==> config.mk <==
export PLATFORM = sky130hd
export DESIGN_NAME = mips_control_unit
export DESIGN_NICKNAME = d
export VERILOG_FILES = /design/src/rtl/mips_ctrl_pkg.sv /design/src/rtl/mips_control_unit_decoder.sv /design/src/rtl/mips_control_unit.sv
export SDC_FILE = /design/constraint.sdc
export NUM_CORES = 1
export LEC_CHECK = 0
export CAP_MARGIN = 30
export CELL_PAD_IN_SITES_DETAIL_PLACEMENT = 0
export CELL_PAD_IN_SITES_GLOBAL_PLACEMENT = 1
export CORE_MARGIN = 8
export CORE_UTILIZATION = 35
export CTS_BUF_LIST = sky130_fd_sc_hd__clkbuf_2
export CTS_CLUSTER_DIAMETER = 120
export DETAILED_ROUTE_END_ITERATION = 7
export PLACE_DENSITY_LB_ADDON = 0.1
export SLEW_MARGIN = 5
export SYNTH_ARGS = -nofsm -noshare
export SYNTH_HDL_FRONTEND = slang
export SYNTH_HIERARCHICAL = 1
export SYNTH_SLANG_ARGS = --single-unit
export TNS_END_PERCENT = 5
==> constraint.sdc <==
create_clock -name i_clock -period 0.8 [get_ports i_clock]
set_clock_uncertainty 0.05 [all_clocks]
set_input_delay 0.16 -clock i_clock [delete_from_list [all_inputs] [get_ports i_clock]]
set_output_delay 0.16 -clock i_clock [all_outputs]
set_load 0.1 [all_outputs]
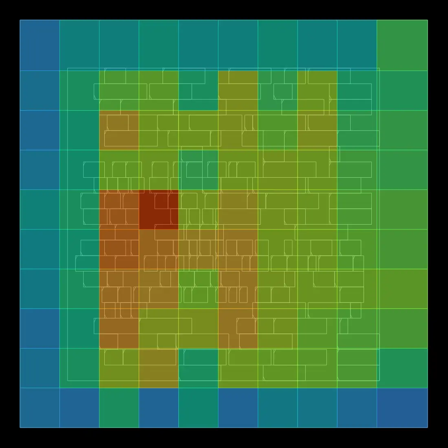
**Above:** run 1 (routing congestion).
total track usage: 0.1135
Util after Layout: 0.6203

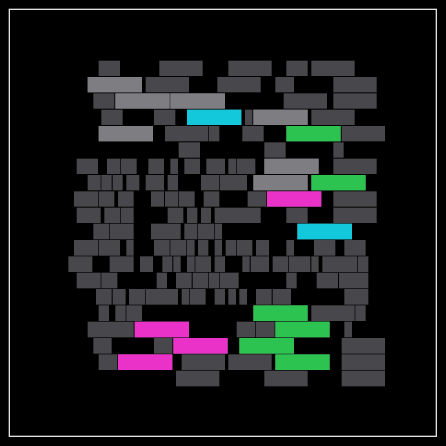
**Above:** run 1 (sequential cells grouped by signal name).
Scale: 6 px per micron. Other sequential cells in the stronger gray, the rest of the logic in the fainter gray.
| color | signal | placed flops |
|---|---|---|
| green | o_id_ctrl | 6 |
| magenta | o_exe_ctrl | 4 |
| cyan | o_wrb_ctrl | 2 |
not colored: 7
P_seq: 988 uW
Register Area: 475.5 sq um
Seq/total area: 0.2596

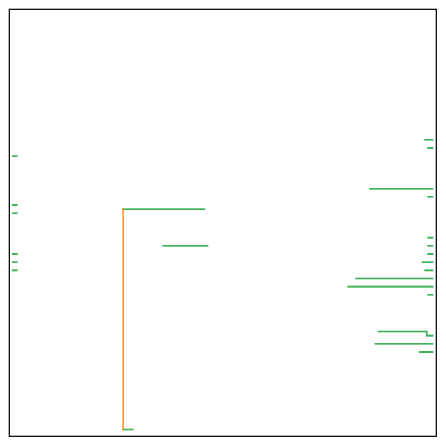
**Above:** run 1 (routed metal, one color a layer).
Scale: 6 px per micron. Only two layers are drawn.
| color | layer | wire length |
|---|---|---|
| green | M3 | 92.9 microns |
| orange | M4 | 36.7 microns |
vias: 919
Routed WL: 2645 microns
drt wl/cell: 14.14 microns

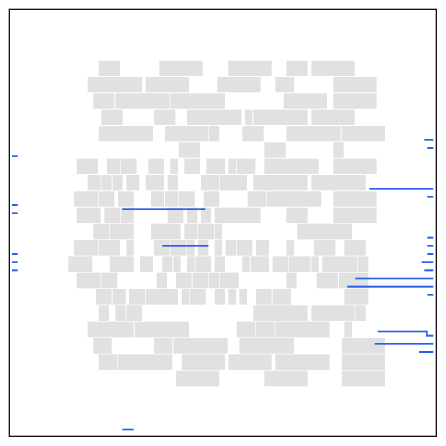
**Above:** run 1 (the metal 3 layer).
Scale: 6 px per micron.
share of all routed wire: 3.5%
nets with wire on the layer: 23
longest straight run: 14.0 microns
main direction: horizontal
met3 usage: 0.01695

==> changes_impl.md, run 1 <==
## Flow update

* RD Place Congestion at 0.8767
* CTS Hold Buffers Added at 0
* CP Launch Type: flop
* Initial drt markers at 19
* CP max FO at 1
* Dominant comb cell: simple AND/OR/NAND/NOR gates
* Max_cap viols at 0
* Peak supply drop at approximately 0.00049 V
* Largest net degree at the start of global routing at 20
* Status: finished with violations
* Setup violators final at 37
* Count of pins over their slew limit at 0
* Yosys adder share at 0
* # DRC at 0
* Yosys simple share at 0.3922
* CTS tree: yes
* Crit path max-delay cell type: dfrtp_1
* Most common logic cell in the routed design: buf_12
* Worst EP required at 0.59 ns
* Total Nets Final at 171
* Clock tree buffer depth at 2
* Post-Route Setup TNS at -8.577 ns
* Sequential share of the synthesized area at 0.4502
* Chip area at a little over 5000 sq um
* Fillers at about 260
* Post-CTS setup buffers at 0
* RSZ-0062 raised after global routing: yes
* Dpl hpwl at between 2000 and 2500 microns
* Crit path cell chain: buf_12
* PnR worst setup slack at -0.3204 ns
* Critical Path End Type: output port
* Failing checks: negative setup slack
* Post-Place Cells at 183
* CTS Buf Count at 3
* YS chip area at roughly 1100 sq um
* Fmax at around 0.9 GHz
* CTS clk-pin slew, worst paths at ~0.18 ns
* Row count at 20
* Worst path max stage delay at roughly 0.44 ns
* Post-route ant nets at 0
* CTS H-tree lvls at 1
* Worst path top cell family by delay: flip-flops
* Arrival time worst endpoint at around 0.91 ns
==> run 1: final cells by class <==
class / instances / area [sq um] / share of cell area
timing repair buffer: 56 / 732.0 / 0.3996
multi-input combinational: 72 / 551.8 / 0.3012
sequential: 19 / 475.5 / 0.2596
tap: 33 / 41.29 / 0.02254
clock buffer: 3 / 15.01 / 0.008197
inverter: 3 / 11.26 / 0.006148
clock inverter: 1 / 5.005 / 0.002732
==> run 1: where the power goes <==
group | total [uW] | internal [uW] | switching, uW
Sequential | 988 | 976 | 11.8
Clock | 397 | 113 | 284
Combinational | 573 | 269 | 304
Total | 1960 | 1360 | 600
==> run 1: synth_stat cells, drive strengths merged <==
cell type  count  area [sq um]
a31oi          2         12.51
mux2i          1         10.01
nor2b          3         18.77
nor3           4         25.02
a21boi         1         7.510
o211ai         2         15.01
nand3          6         30.03
and2           1         6.260
buf            9         62.55
nor2          10         37.54
a21oi          2         10.01
nand2b         3         18.77
nor3b          5         37.54
a2111oi        1         15.01
and3           2         12.51
nor4           2         25.02
inv            3         11.26
o21ai          2         10.01
dfrtp         19         475.5
or4b           1         13.76
conb           1         3.750
and3b         19         177.7
a22o           1         8.760
nand2          3         11.26
==> run 1: per-stage QoR <==
| step | total power [uW] | util | setup slack (ns) | hold slack [ns] |
|---|---|---|---|---|
| 2_1_floorplan | 1283 | - | -0.4851 | 0.06113 |
| 3_3_place_gp | 1558 | 0.5987 | -0.9297 | 0.4398 |
| 3_5_place_dp | 1567 | 0.5987 | -0.9547 | 0.4636 |
| 4_1_cts | 1982 | 0.6148 | -0.3612 | 0.1010 |
| 5_1_grt | 2074 | 0.6203 | -0.3958 | 0.07583 |
| 6_report | 1957 | 0.6203 | -0.3204 | 0.1078 |
==> run 1: cells by family (layout without fill, tap and decap cells) <==
logic type,count (synthesis),count (layout)
flip-flops,19,19
AND/OR/NAND/NOR,59,59
multiplexers,1,1
AND-OR/OR-AND,11,11
other,1,1
buffers and inverters,12,63
==> run 1: timing repair <==
action / CTS / global route
resized: 37 / 5
endpoints found under the setup margin: 37 / 36
pin swaps: 4 / 1
==> run 1: routing by layer <==
metal,share of wire,global-route usage
met5,0,0
met4,0.014,0.06697
met3,0.035,0.01695
met2,0.48,0.1874
met1,0.47,0.1361
## Run 2: what changed since run 1
- CORE_UTILIZATION: 35 -> 33
- SYNTH_HIERARCHICAL: 1 -> unset
- clock period: 0.8 -> 1.1 ns (I/O delays scaled with it)
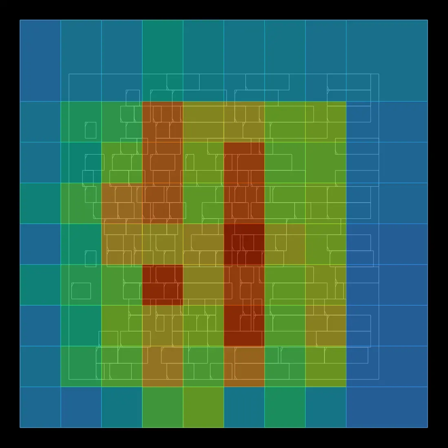
**Above:** run 2 (routing congestion).
grt met2 use: 0.2094
drt wl/cell: 14.58 microns

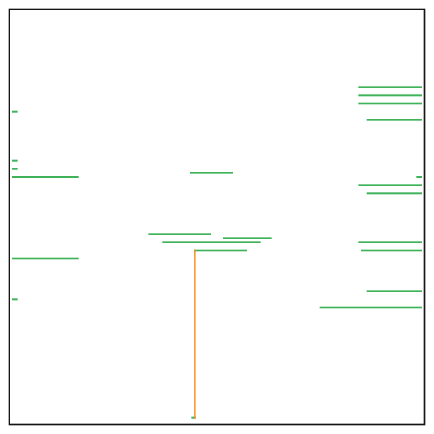
**Above:** run 2 (routed metal, one color a layer).
Scale: 6 px per micron. Only two layers are drawn.
Routed WL: 2507 microns
vias: 870
total track usage: 0.1177

==> run 2 against run 1 <==
  * The run still ends with negative setup slack left
  * Utilization is 1.5 points lower
  * Synthesized cell count is 15% lower
  * Worst setup slack better by 0.24 ns
  * Clock power is 31% lower
  * Wire length is 5.2% lower
  * Hold slack better by 0.057 ns
  * Highest routed layer unchanged
  * Die area is 5.5% lower
  * Design area is 10% lower
  * Sequential cell count is 2 lower
  * Cell count is 8.0% lower
  * Combinational power is 34% lower
  * Critical path depth stayed put
==> changes_impl.md, run 2 <==
## Flow update

* Max_cap viols at 0
* Status: finished with violations
* Peak supply drop at 0.0006803 V
* Largest net degree at the start of global routing at 18
* Sw Pwr at roughly 390 uW
* Post-route ant nets at 0
* Pint at ~900 uW
* Failing checks: negative setup slack
* Yosys top cell by instances: dfrtp_1
* Net Sw Frac at 0.3045
* Critical Path End Type: output port
* Initial drt markers at 21
* Fmax at between 0.8 and 0.9 GHz
* Sequential share of the synthesized area at 0.4595
* Fin Hold WS at about 0.16 ns
* PnR worst setup slack at -0.08460 ns
* CP max FO at 2
* Most common logic cell in the routed design: buf_4
* Dpl hpwl at 2081 microns
* Worst path top cell family by delay: flip-flops
* Setup violators final at 25
* Logic pwr share at 0.294
run 2: cell types whose count changed in the layout (fill, tap and decap cells not counted), sizes merged, moves of 3 or more:
cell           before  now
nor3b               5    2
nand3               6    3
dlygate4sd2         1    4
clkbuf              3    7
and3b              19    0
clkdlybuf4s50       4    1
run 2: area by class of cell:
class / instances / area, sq um / share of cell area
clock buffer: 4 / 20.02 / 0.01220
inverter: 4 / 15.01 / 0.009146
sequential: 17 / 426.7 / 0.2599
multi-input combinational: 59 / 450.4 / 0.2744
tap: 31 / 38.79 / 0.02363
timing repair buffer: 57 / 690.7 / 0.4207
run 2: cell families after synthesis:
family,count (synthesis),synth area share
AND-OR/OR-AND,12,0.08243
AND/OR/NAND/NOR,46,0.3581
buffers and inverters,12,0.09594
flip-flops,17,0.4595
other,1,0.004050
run 2: layer usage:
layer | GRT usage | vias up | wire, microns
li1 | - | 416 | -
met1 | 0.1381 | 425 | 969
met2 | 0.2094 | 27 | 1330
met3 | 0.01131 | 2 | 180
met4 | 0.05514 | 0 | 27
met5 | 0 | - | 0
run 2: power by group through the flow:
stage / logic, uW / registers (uW) / clock network [uW]
floorplan: 138 / 715 / 0
finish: 380 / 642 / 272
global route: 406 / 643 / 305
CTS: 379 / 642 / 283
detailed placement: 383 / 654 / 0
global placement: 376 / 654 / 0
run 2: what timing repair did:
action                                  in CTS  in global routing
endpoints found under the setup margin      35                 32
pin swaps                                    5                  8
resized                                     23                 16
hold buffers                                 0                  0
run 2: through the flow:
stage / TNS, ns / setup WS (ns) / utilization
3_5_place_dp: -9.584 / -0.6611 / 0.5886
4_1_cts: -1.939 / -0.2003 / 0.6025
6_report: -1.118 / -0.08460 / 0.6057
5_1_grt: -1.975 / -0.1236 / 0.6057
2_1_floorplan: -1.713 / -0.2267 / -
3_3_place_gp: -9.172 / -0.6267 / 0.5886
Power and IR drop assume default switching activity.
